Figure 1. Floorplan with the power grid (run 1).
Pins as bars on the die edge.
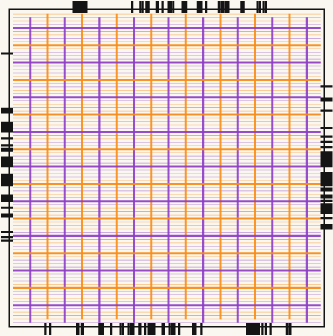
Figure 2. Cell classes on the final placement (run 1).
Scale bar: 50 µm.
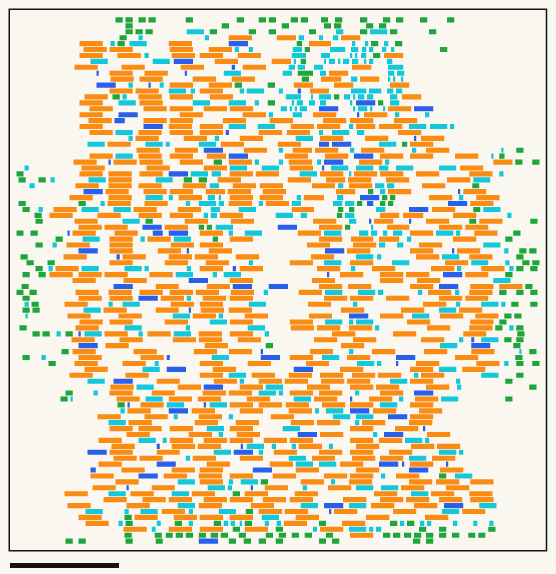
Figure 3. Clock wires, drivers and flops (run 1).
Scale bar: 50 µm.
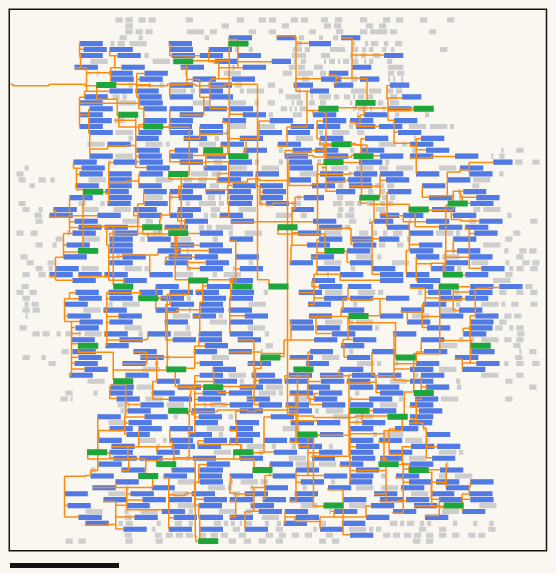
<file path="src/rtl/param_stream_router_if.sv">
// Stream-router bus: one producer-side input stream and NUM_OUT consumer-side output lanes.
//
//   din         producer payload
//   din_valid   producer beat present
//   din_addr    destination channel index
//   din_bcast   (only with ROUTER_BCAST_EN) push this beat into every channel
//   din_ready   router accepts the beat this cycle
//   dout        flattened lanes, lane i = dout[i*DATA_WIDTH +: DATA_WIDTH]
//   dout_valid  per-lane valid
//   dout_ready  per-lane consumer ready
//   drop_pulse  one-cycle pulse after an out-of-range beat is discarded
//
// Modport slave is the router side; master is the producer/consumer side.
interface param_stream_router_if #(
  parameter int unsigned DATA_WIDTH = 32,
  parameter int unsigned NUM_OUT    = 4,
  parameter int unsigned ADDR_WIDTH = $clog2(NUM_OUT)
);
  logic [DATA_WIDTH-1:0]         din;
  logic                          din_valid;
  logic [ADDR_WIDTH-1:0]         din_addr;
`ifdef ROUTER_BCAST_EN
  logic                          din_bcast;
`endif
  logic                          din_ready;
  logic [NUM_OUT*DATA_WIDTH-1:0] dout;
  logic [NUM_OUT-1:0]            dout_valid;
  logic [NUM_OUT-1:0]            dout_ready;
  logic                          drop_pulse;

  modport slave (
    input  din,
    input  din_valid,
    input  din_addr,
`ifdef ROUTER_BCAST_EN
    input  din_bcast,
`endif
    output din_ready,
    output dout,
    output dout_valid,
    input  dout_ready,
    output drop_pulse
  );

  modport master (
    output din,
    output din_valid,
    output din_addr,
`ifdef ROUTER_BCAST_EN
    output din_bcast,
`endif
    input  din_ready,
    input  dout,
    input  dout_valid,
    output dout_ready,
    input  drop_pulse
  );
endinterface

</file>
<file path="src/rtl/param_stream_router.sv">
// Parametrised 1-to-NUM_OUT stream router with a DEPTH-entry FIFO per output channel.
// A stalled consumer only back-pressures beats addressed to its own channel, and only once
// that channel's FIFO is full.
//
// Ports:
//   clk    single clock, rising edge
//   reset  asynchronous active-high reset; discards all buffered data
//   bus    param_stream_router_if.slave (input stream, output lanes, drop_pulse)
//
// Optional feature: define ROUTER_BCAST_EN to add din_bcast, which pushes a beat into all
// channels at once (accepted only when no channel is full).
module param_stream_router #(
  parameter int unsigned DATA_WIDTH = 32,
  parameter int unsigned NUM_OUT    = 4,
  parameter int unsigned DEPTH      = 4,
  parameter int unsigned ADDR_WIDTH = $clog2(NUM_OUT)
) (
  input logic                 clk,
  input logic                 reset,
  param_stream_router_if.slave bus
);

  localparam int unsigned PtrW = $clog2(DEPTH);
  localparam int unsigned CntW = PtrW + 1;
  localparam logic [CntW-1:0] CntFull = CntW'(DEPTH);

  logic [DATA_WIDTH-1:0] mem_q [NUM_OUT][DEPTH];
  logic [PtrW-1:0]       wr_ptr_q [NUM_OUT];
  logic [PtrW-1:0]       wr_ptr_d [NUM_OUT];
  logic [PtrW-1:0]       rd_ptr_q [NUM_OUT];
  logic [PtrW-1:0]       rd_ptr_d [NUM_OUT];
  logic [CntW-1:0]       count_q  [NUM_OUT];
  logic [CntW-1:0]       count_d  [NUM_OUT];

  logic [NUM_OUT-1:0]    full;
  logic [NUM_OUT-1:0]    out_valid;
  logic [NUM_OUT-1:0]    addr_hit;
  logic [NUM_OUT-1:0]    push;
  logic [NUM_OUT-1:0]    pop;
  logic                  addr_in_range;
  logic                  sel_full;
  logic                  bcast;
  logic                  in_ready;
  logic                  accept;
  logic                  drop_d;
  logic                  drop_q;
  logic [NUM_OUT*DATA_WIDTH-1:0] out_data;

`ifdef ROUTER_BCAST_EN
  assign bcast = bus.din_valid & bus.din_bcast;
`else
  assign bcast = 1'b0;
`endif

  // Channel status straight from the occupancy counters.
  always_comb begin
    full      = '0;
    out_valid = '0;
    for (int i = 0; i < NUM_OUT; i++) begin
      full[i]      = (count_q[i] == CntFull);
      out_valid[i] = (count_q[i] != '0);
    end
  end

  // Address decode; an address matching no channel is out of range (non-power-of-two NUM_OUT).
  always_comb begin
    addr_hit      = '0;
    addr_in_range = 1'b0;
    sel_full      = 1'b0;
    for (int i = 0; i < NUM_OUT; i++) begin
      if (bus.din_addr == ADDR_WIDTH'(i)) begin
        addr_hit[i]   = 1'b1;
        addr_in_range = 1'b1;
        sel_full      = full[i];
      end
    end
  end

  // Readiness looks only at the current counts, so a full channel is never refilled in the
  // same cycle it pops.
  always_comb begin
    if (bcast) begin
      in_ready = ~|full;
    end else if (addr_in_range) begin
      in_ready = ~sel_full;
    end else begin
      in_ready = 1'b1;
    end
  end

  assign accept = bus.din_valid & in_ready;
  assign push   = (bcast ? {NUM_OUT{1'b1}} : addr_hit) & {NUM_OUT{accept}};
  assign pop    = out_valid & bus.dout_ready;
  assign drop_d = accept & ~bcast & ~addr_in_range;

  always_comb begin
    for (int i = 0; i < NUM_OUT; i++) begin
      wr_ptr_d[i] = wr_ptr_q[i] + PtrW'(push[i]);
      rd_ptr_d[i] = rd_ptr_q[i] + PtrW'(pop[i]);
      count_d[i]  = count_q[i];
      unique case ({push[i], pop[i]})
        2'b10:   count_d[i] = count_q[i] + CntW'(1);
        2'b01:   count_d[i] = count_q[i] - CntW'(1);
        default: count_d[i] = count_q[i];
      endcase
    end
  end

  always_ff @(posedge clk or posedge reset) begin
    if (reset) begin
      wr_ptr_q <= '{default: '0};
      rd_ptr_q <= '{default: '0};
      count_q  <= '{default: '0};
      drop_q   <= 1'b0;
    end else begin
      wr_ptr_q <= wr_ptr_d;
      rd_ptr_q <= rd_ptr_d;
      count_q  <= count_d;
      drop_q   <= drop_d;
    end
  end

  // Storage needs no reset: lanes are gated by valid, which comes from the counters.
  always_ff @(posedge clk) begin
    for (int i = 0; i < NUM_OUT; i++) begin
      if (push[i]) begin
        mem_q[i][wr_ptr_q[i]] <= bus.din;
      end
    end
  end

  always_comb begin
    out_data = '0;
    for (int i = 0; i < NUM_OUT; i++) begin
      if (out_valid[i]) begin
        out_data[i*DATA_WIDTH +: DATA_WIDTH] = mem_q[i][rd_ptr_q[i]];
      end
    end
  end

  assign bus.din_ready  = in_ready;
  assign bus.dout       = out_data;
  assign bus.dout_valid = out_valid;
  assign bus.drop_pulse = drop_q;

endmodule

</file>
<file path="src/flat_wrapper.sv">
// flat-port wrapper written by rule: the top's interface ports become plain ports
module param_stream_router_flat 
#(
  parameter int unsigned DATA_WIDTH = 32,
  parameter int unsigned NUM_OUT    = 4,
  parameter int unsigned DEPTH      = 4,
  parameter int unsigned ADDR_WIDTH = $clog2(NUM_OUT)
)
  (clk, reset, bus_din, bus_din_valid, bus_din_addr, bus_din_ready, bus_dout, bus_dout_valid, bus_dout_ready, bus_drop_pulse);
  param_stream_router_if #(.DATA_WIDTH(DATA_WIDTH), .NUM_OUT(NUM_OUT), .ADDR_WIDTH(ADDR_WIDTH)) bus_i ();
  input logic clk;
  input logic reset;
  input wire logic [$bits(bus_i.din)-1:0] bus_din;
  input wire logic [$bits(bus_i.din_valid)-1:0] bus_din_valid;
  input wire logic [$bits(bus_i.din_addr)-1:0] bus_din_addr;
  output wire logic [$bits(bus_i.din_ready)-1:0] bus_din_ready;
  output wire logic [$bits(bus_i.dout)-1:0] bus_dout;
  output wire logic [$bits(bus_i.dout_valid)-1:0] bus_dout_valid;
  input wire logic [$bits(bus_i.dout_ready)-1:0] bus_dout_ready;
  output wire logic [$bits(bus_i.drop_pulse)-1:0] bus_drop_pulse;
  assign bus_i.din = bus_din;
  assign bus_i.din_valid = bus_din_valid;
  assign bus_i.din_addr = bus_din_addr;
  assign bus_din_ready = bus_i.din_ready;
  assign bus_dout = bus_i.dout;
  assign bus_dout_valid = bus_i.dout_valid;
  assign bus_i.dout_ready = bus_dout_ready;
  assign bus_drop_pulse = bus_i.drop_pulse;
  param_stream_router #(.DATA_WIDTH(DATA_WIDTH), .NUM_OUT(NUM_OUT), .DEPTH(DEPTH), .ADDR_WIDTH(ADDR_WIDTH)) u_core (.clk(clk), .reset(reset), .bus(bus_i));
endmodule
</file>
<file path="config.mk">
export PLATFORM = sky130hd
export DESIGN_NAME = param_stream_router_flat
export DESIGN_NICKNAME = d
export VERILOG_FILES = /design/src/rtl/param_stream_router_if.sv /design/src/rtl/param_stream_router.sv /design/src/flat_wrapper.sv
export SDC_FILE = /design/constraint.sdc
export NUM_CORES = 1
export LEC_CHECK = 0
export ABC_CLOCK_PERIOD_IN_PS = 11600
export CAP_MARGIN = 20
export CELL_PAD_IN_SITES_DETAIL_PLACEMENT = 1
export CELL_PAD_IN_SITES_GLOBAL_PLACEMENT = 1
export CORE_AREA = 2 2 244 246
export DETAILED_ROUTE_END_ITERATION = 16
export DIE_AREA = 0 0 246 248
export PLACE_DENSITY = 0.7
export SLEW_MARGIN = 0
export SYNTH_ARGS = -nofsm -noshare
export SYNTH_HDL_FRONTEND = slang
export SYNTH_SLANG_ARGS = --single-unit
</file>
<file path="constraint.sdc">
create_clock -name clk -period 11.6 [get_ports clk]
set_clock_uncertainty 0.05 [all_clocks]
set_input_delay 2.32 -clock clk [delete_from_list [all_inputs] [get_ports clk]]
set_output_delay 2.32 -clock clk [all_outputs]
set_load 0.1 [all_outputs]
</file>
==> results.yml, run 1 <==
# yosys + openroad results
logic_synthesis:
  top_area_share_pct: 73.56
  synth-seq-cells: 541
  synth_area_um2: 20900
  synth_nets: 1004
  top_cells_by_area: "edfxtp_1, mux4_2, nor2b_1"
  xor_share_pct: 0.8381
  synth.cellmix.adderShare_pct: 1.102
setup_path:
  end_kind: "primary output"
  r2r-end: "u_core.mem_q[2][97]$_DFFE_PP_"
  worst-path-buf-inv: 2
  crit_path_frequent_cell: "clkdlybuf4s50_1"
  worstPathArrival_ns: 4.38
  rrSetupSlack_ns: 9.04
grt:
  grt_busiest_layer: "met2"
  grt_pass1_vias: 10660
  groute.layer.met1.usage_pct: 21.85
timing:
  worst_pin_slew_ns: 1.116
  rsz0062_at_grt: "false"
  setup_viol: 0
  fin_setup_tns_ns: 0
drt:
  ant_nets: 0
  dr_total_vias: 9826
  vias_per_cell: 4.993
run_status:
  status: "complete, no violations"
clock_network:
  worstSkewPairLatency_ns: 0.59
  path_clk_slew_ns: 0.06
  clk_root_buffer_cell: "clkbuf_16"
die:
  die_w_um: 246
  num_tap_cells: 773
hold_path:
  whs_path_depth: 1
cells_and_area:
  final_cell_mix: "edfxtp_1, clkdlybuf4s50_1, nor2b_1, mux4_2, clkbuf_16"
  largestClassByArea: "flip-flops and latches"
  antenna_cells: 0
placed_design:
  io_buffer_count: 174
  dpl.hpwl_um: 29090
  gp_congestion: 0.7006
-- Figure 1 (at the start) --
VSS -> purple
VDD -> orange
met4 straps = 17
rows = 89
met1 rails = 90
signal pins = 175

-- Figure 2 (at the start) --
clock drivers and dummy loads -> blue  # cells 96
remaining buffers and delay cells -> green  # cells 198
registers -> orange  # cells 541
remaining logic cells -> cyan  # cells 360
final core utilization: 43.11%
flop share of the area: 63.96%
Core Area: 58460 µm²
Final Cell Area: 25200 µm²

-- Figure 3 (at the start) --
clock wires -> orange  # length 6520 µm
clock-net drivers -> green  # count 54
flip-flops -> blue  # count 541
routed clock nets = 55

Figure 4. Clock routing (run 1).
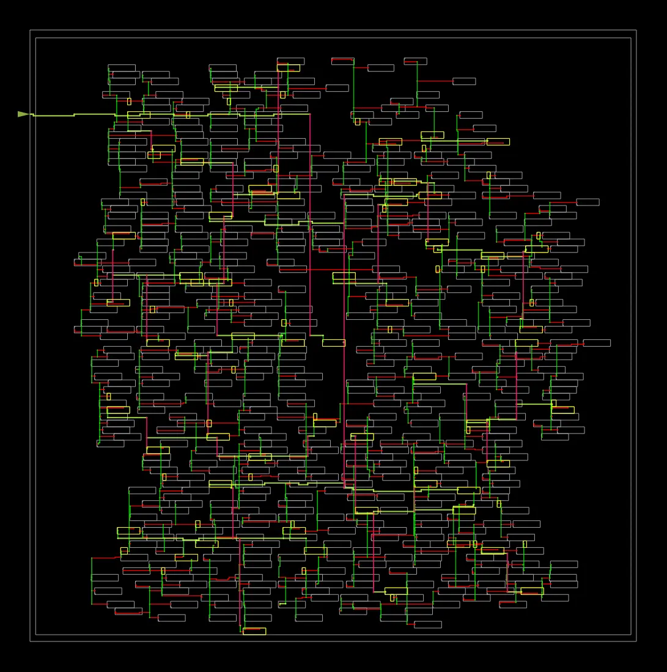

==> run 1 -> run 2 <==
ABC_CLOCK_PERIOD_IN_PS = 5700   (was 11600)
PLACE_DENSITY = 0.73   (was 0.7)
clock period = 5.7 ns   (was 11.6 ns; I/O delays follow)
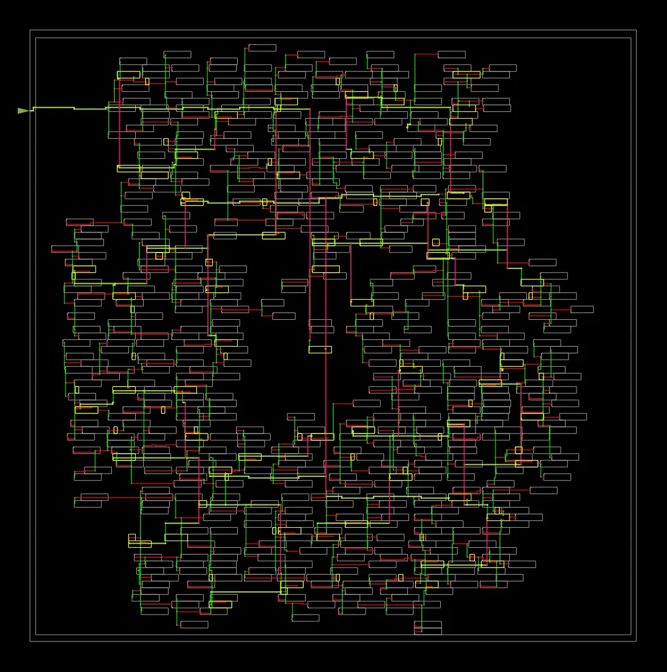
Figure 5: run 2, clock routing.
seq_cells: 541

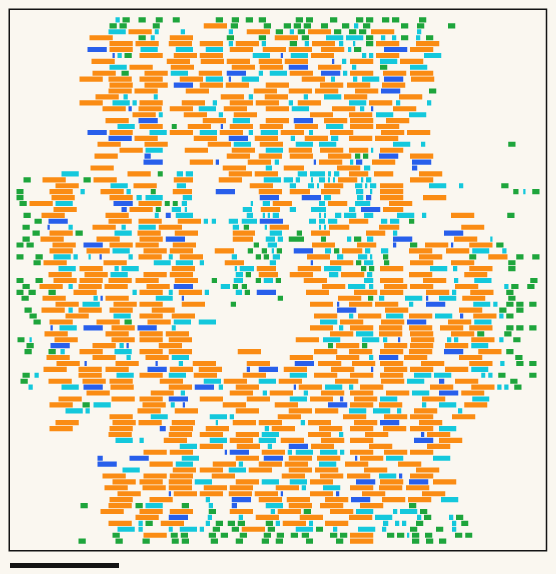
Figure 6: run 2, cell classes on the final placement.
Scale bar: 50 µm.
remaining buffers and delay cells -> green  # cells 212
remaining logic cells -> cyan  # cells 360
clock drivers and dummy loads -> blue  # cells 104
registers -> orange  # cells 541
final core utilization: 43.45%
Placement Rows: 89
Final Cell Area: 25400 µm²
flop share of the area: 63.43%

==> run 2 against run 1 <==
  * Via count increased by 0.38%
  * Utilization up 0.34 points
  * Cell count grew 1.1%
  * Register-to-register slack got worse by 6.0 ns
  * Worst setup slack worse by 3.9 ns
  * Global-route usage rose by 0.45 points
  * Worst hold slack got worse by 0.0016 ns
  * Sequential cell count is the same
  * First-iteration DRC count increased by 1.6%
  * Critical endpoint is now bus_dout[29]
==> results.yml, run 2 <==
# yosys + openroad results
run_status:
  status: "complete, no violations"
setup_path:
  end_kind: "primary output"
  worstPathArrival_ns: 3.57
  rrSetupSlack_ns: 3.03
  worst-path-buf-inv: 1
grt:
  groute.layer.met1.usage_pct: 21.79
  grt_pass1_vias: 11060
  grt_busiest_layer: "met2"
die:
  num_tap_cells: 773
  core_um2: 58460
  die_w_um: 246
timing:
  fin_setup_tns_ns: 0
  worst_pin_slew_ns: 1.038
  rsz0062_at_grt: "false"
logic_synthesis:
  top_area_share_pct: 73.56
  xor_share_pct: 0.8381
  synth.cellmix.adderShare_pct: 1.102
  synth_area_um2: 20900
  synth-seq-cells: 541
placed_design:
  gp_congestion: 0.6912
  io_buffer_count: 174
hold_path:
  whs_path_depth: 1
clock_network:
  path_clk_slew_ns: 0.06
  worstSkewPairLatency_ns: 0.60
  clk_root_buffer_cell: "clkbuf_16"
drt:
  dr_total_vias: 9863
cells_and_area:
  final_cell_mix: "edfxtp_1, clkdlybuf4s50_1, nor2b_1, mux4_2, clkbuf_16"
  antenna_cells: 0
